--- src/rtl/seq_mult4.sv ---
`default_nettype none
// ============================================================================
// Module : seq_mult4
// Free-running unsigned radix-2 shift-add multiplier, one multiplier bit per
// clock; a new registered product every WIDTH+2 cycles, qualified by done.
// Rev    : 1.0
// ============================================================================
module seq_mult4 #(
   parameter int WIDTH = 4
) (
   input  logic                 clk,
   input  logic                 rst,
   input  logic [WIDTH-1:0]     operand_a,
   input  logic [WIDTH-1:0]     operand_b,
   output logic [2*WIDTH-1:0]   product,
   output logic                 done
);

   localparam int CW = $clog2(WIDTH + 1);
   localparam logic [CW-1:0] c_CNT_LAST = CW'(WIDTH - 1);
   localparam logic [CW-1:0] c_CNT_ONE  = CW'(1);

   typedef enum logic [1:0] {
      IDLE = 2'd0,
      CALC = 2'd1,
      DONE = 2'd2
   } state_t;

   state_t               r_state;
   state_t               w_next;
   logic [2*WIDTH-1:0]   r_mcand;
   logic [2*WIDTH-1:0]   r_acc;
   logic [2*WIDTH-1:0]   r_product;
   logic [WIDTH-1:0]     r_mplier;
   logic [CW-1:0]        r_cnt;
   logic                 r_done;
   logic [2*WIDTH-1:0]   w_acc_nxt;

   always_ff @(posedge clk or negedge rst) begin
      if (!rst) begin
         r_state <= IDLE;
      end else begin
         r_state <= w_next;
      end
   end

   always_comb begin
      w_next = r_state;
      case (r_state)
         IDLE:    w_next = CALC;
         CALC:    if (r_cnt == c_CNT_LAST) w_next = DONE;
         DONE:    w_next = IDLE;
         default: w_next = IDLE;
      endcase
   end

   // Full 2*WIDTH-bit add: the shifted multiplicand never drops bits.
   assign w_acc_nxt = r_mplier[0] ? (r_acc + r_mcand) : r_acc;

   always_ff @(posedge clk or negedge rst) begin
      if (!rst) begin
         r_mcand   <= '0;
         r_mplier  <= '0;
         r_acc     <= '0;
         r_cnt     <= '0;
         r_product <= '0;
         r_done    <= 1'b0;
      end else begin
         r_done <= 1'b0;
         case (r_state)
            IDLE: begin
               r_mcand  <= {{WIDTH{1'b0}}, operand_a};
               r_mplier <= operand_b;
               r_acc    <= '0;
               r_cnt    <= '0;
            end
            CALC: begin
               r_acc    <= w_acc_nxt;
               r_mcand  <= r_mcand << 1;
               r_mplier <= r_mplier >> 1;
               r_cnt    <= r_cnt + c_CNT_ONE;
            end
            DONE: begin
               r_product <= r_acc;
               r_done    <= 1'b1;
            end
            default: begin
               r_done <= 1'b0;
            end
         endcase
      end
   end

   assign product = r_product;
   assign done    = r_done;

endmodule
`default_nettype wire

--- config.mk ---
export PLATFORM = sky130hd
export DESIGN_NAME = seq_mult4
export DESIGN_NICKNAME = d
export VERILOG_FILES = /design/src/rtl/seq_mult4.sv
export SDC_FILE = /design/constraint.sdc
export NUM_CORES = 1
export LEC_CHECK = 0
export ABC_AREA = 1
export ABC_CLOCK_PERIOD_IN_PS = 5100
export CORE_ASPECT_RATIO = 1.25
export CORE_MARGIN = 2
export CORE_UTILIZATION = 50
export CTS_BUF_LIST = sky130_fd_sc_hd__clkbuf_16
export DETAILED_ROUTE_END_ITERATION = 10
export GPL_ROUTABILITY_DRIVEN = 1
export PLACE_DENSITY = 0.73
export SLEW_MARGIN = 5
export SYNTH_ARGS = -nofsm -noshare
export SYNTH_HDL_FRONTEND = slang
export SYNTH_SLANG_ARGS = --single-unit
--- constraint.sdc ---
create_clock -name clk -period 5.1 [get_ports clk]
set_clock_uncertainty 0.2 [all_clocks]
set_input_delay 1.02 -clock clk [delete_from_list [all_inputs] [get_ports clk]]
set_output_delay 1.02 -clock clk [all_outputs]
set_load 0.01 [all_outputs]
==> images/ff_map.png <==
Drawn at 6 px/micron.
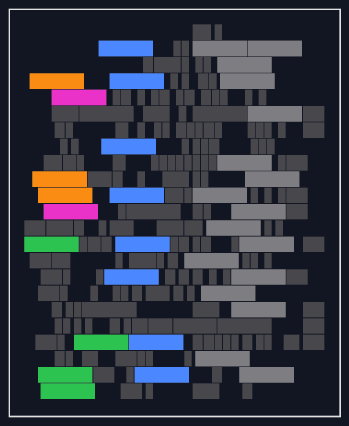
| netlist name | colour | sequential cells |
|---|---|---|
| r_mcand | blue | 8 |
| r_cnt | orange | 3 |
| r_mplier | green | 4 |
| r_state | magenta | 2 |

==> images/m2.png <==
Drawn at 4 px/micron.
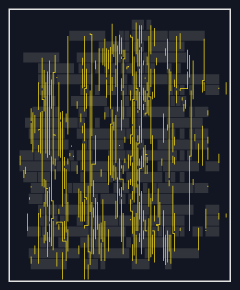
nets with wire on the layer: 192
wire length on this layer: 1670 microns

==> images/gates.png <==
Drawn at 6 px/micron.
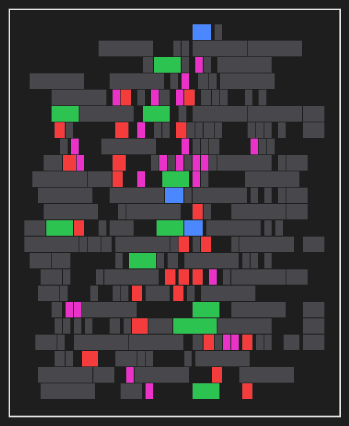
| family | colour | cells | most used |
|---|---|---|---|
| xor and xnor cells | blue | 3 | xnor2_1 |
| aoi and oai cells | red | 23 | o21ai_1 |
| fa/ha/maj cells | green | 10 | ha_1 |
| inv cells | magenta | 23 | inv_1 |

==> images/congestion_map.png <==
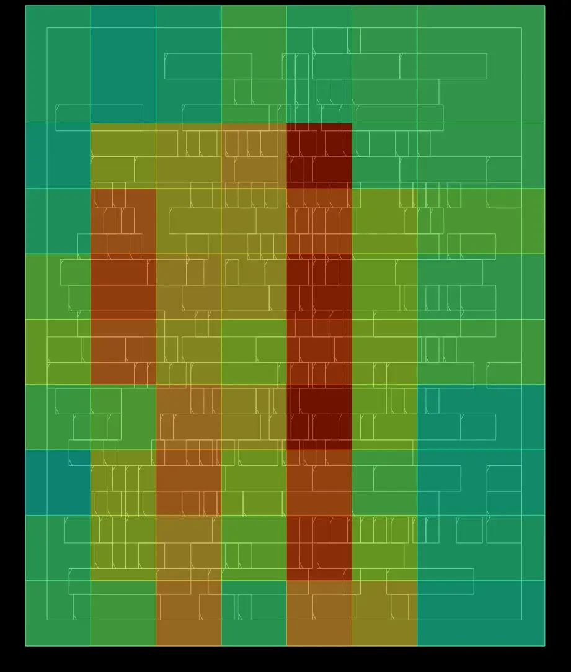
met3 usage: 5.97%
All-Layer GR Usage: 20.9%
Post-Route Utilization: 63.2%
GRT Max-Usage Layer: met2
global routing met2 resource utilization: 37.5%

==> images/port_trees.png <==
Drawn at 6 px/micron.
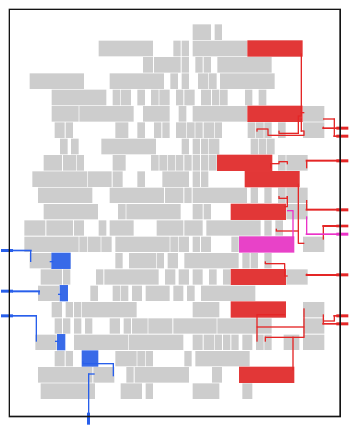
| port | colour | bits | direction | edge | end cells | buffers | wire |
|---|---|---|---|---|---|---|---|
| done | magenta | 1 | output | east | 1 | 1 | 13.9 microns |
| product | red | 8 | output | east | 8 | 8 | 133 microns |
| operand_b | blue | 4 | input | 3 west, 1 south | 4 | 4 | 34.3 microns |

-- area by class of cell --
cell class,count,area (sq um)
Clock buffer,5,125
Clock inverter,2,7.51
Fill cell,265,1150
Inverter,23,86.3
Multi-Input combinational cell,126,678
Sequential cell,34,851
Tap cell,37,46.3
Timing Repair Buffer,19,188
-- cells in the mapped netlist --
cell type	n	area, sq um
a22oi_1	1	7.51
xnor2_1	2	17.5
nand3_1	12	60.1
xor2_1	1	8.76
inv_2	4	15.0
fa_1	1	20.0
a22o_1	2	17.5
ha_1	9	113
nand2_4	1	11.3
clkbuf_1	1	3.75
nand2_1	69	259
nor2_1	2	7.51
o21ai_1	8	40.0
nor2_4	3	33.8
a21oi_1	6	30.0
inv_1	19	71.3
o22ai_1	3	18.8
o211ai_1	1	7.51
o21ai_0	4	20.0
nor2_2	1	6.26
dfrtp_1	34	851
-- routing by layer --
layer | wire length, microns | vias up | global-route usage [%] | part of all wire (%)
met3 | 138 | 8 | 5.97 | 4.5
met5 | 0 | - | 0 | 0
met1 | 1170 | 607 | 20.6 | 38
met4 | 74 | 0 | 11.6 | 2.4
met2 | 1670 | 31 | 37.5 | 55
li1 | - | 636 | - | -
-- stage by stage --
step           area [sq um]  setup WS, ns  std cells
2_1_floorplan          1620          3.43        184
3_3_place_gp           1850          3.03        239
3_5_place_dp           1850          3.01        239
4_1_cts                1980          2.72        246
5_1_grt                1980          2.67        246
6_report               1980          2.73        246
-- where the power goes --
group	internal, uW	switching, uW	leakage (uW)
clock network	174	97.5	0.0000723
registers	284	7.33	0.000442
logic	30.6	25.0	0.000502
total	488	130	0.00102
-- state kept, by name (all words and copies together) (netlist names) --
signal	count
r_cnt	3
r_mcand	8
r_acc	8
product	8
r_state	2
done	1
r_mplier	4
-- final timing paths --
path                              end  slack, ns  cells past startpoint
min in group asynchronous  product[0]       0.96                      2
max                        product[0]       2.73                      1
max in group asynchronous  product[6]       3.44                      2
min reg2reg                product[2]       0.27                      2
min                        product[2]       0.27                      2
max reg2reg                  r_acc[6]       3.26                      8
-- cells by family (layout without fill, tap and decap cells) --
kind of cell | Yosys count | count (layout) | synth area share (%)
AND-OR/OR-AND | 25 | 25 | 8.73
XOR/XNOR | 3 | 3 | 1.62
adder cells (fa/ha/maj) | 10 | 10 | 8.19
buffers and inverters | 24 | 49 | 5.56
flip-flops | 34 | 34 | 52.6
AND/OR/NAND/NOR | 88 | 88 | 23.3
-- worst min-delay path, cell delays in order, from the launching register on --
cell     delay [ns]
dfrtp_1        0.34
nand2_1        0.05
nand2_1        0.05
==> impl_metrics.toml <==
# implementation run metrics
[outcome]
outcome = "complete, no violations"

[die]
dieHeight_microns = 67.6
ios = 19
die-area_sq_um = 3710
row_count = 23
core_sq_um = 3140

[run]
warnings = 26

[logic_synthesis]
syn_avg_cell_area_sq_um = 8.80
syn_area_sq_um = 1620
yosysUniqueCellTypes = 21
syn_inst = 184

[detailed_routing]
wl_per_cell_microns = 12.4
ant_nets = 0
via_count = 1282
drc = 0
drt-total-wl_mm = 3.05

[hold_path]
min_from = "product[2]"

[power]
p_leak_uw = 0.00102
power_density_nw_per_um2 = 312

[placement]
gp_congestion = 0.910
dp_hpwl_mm = 2.31

[clock_network]
cts_resized = 0
cts_root_buf = "clkbuf_16"
clkLatencyLatePin_ns = 0.27

[sta]
finalHoldViolations = 0
fin_crit_ns = 2.37
worst_pin_slew_ns = 0.452
fmax_mhz = 421
finalClockPeriodUsage_pct = 46.6
worst_slew_margin_rel_pct = 69.8

[critical_path]
r2r-start = "r_mcand[0]"
crit_family = "buffers and inverters"
crit_path_end_kind = "primary output"
critPathKind = "reg2out"
required_ns = 3.88
crit_buf_inv = 1
critPathLaunch = "product[0]"

[global_route]
grt_max_degree = 35

[layout]
fin_nets = 229
antenna_cells = 0
drive_gt1_share_pct = 7.18
Power is estimated from default activity; no workload was simulated.
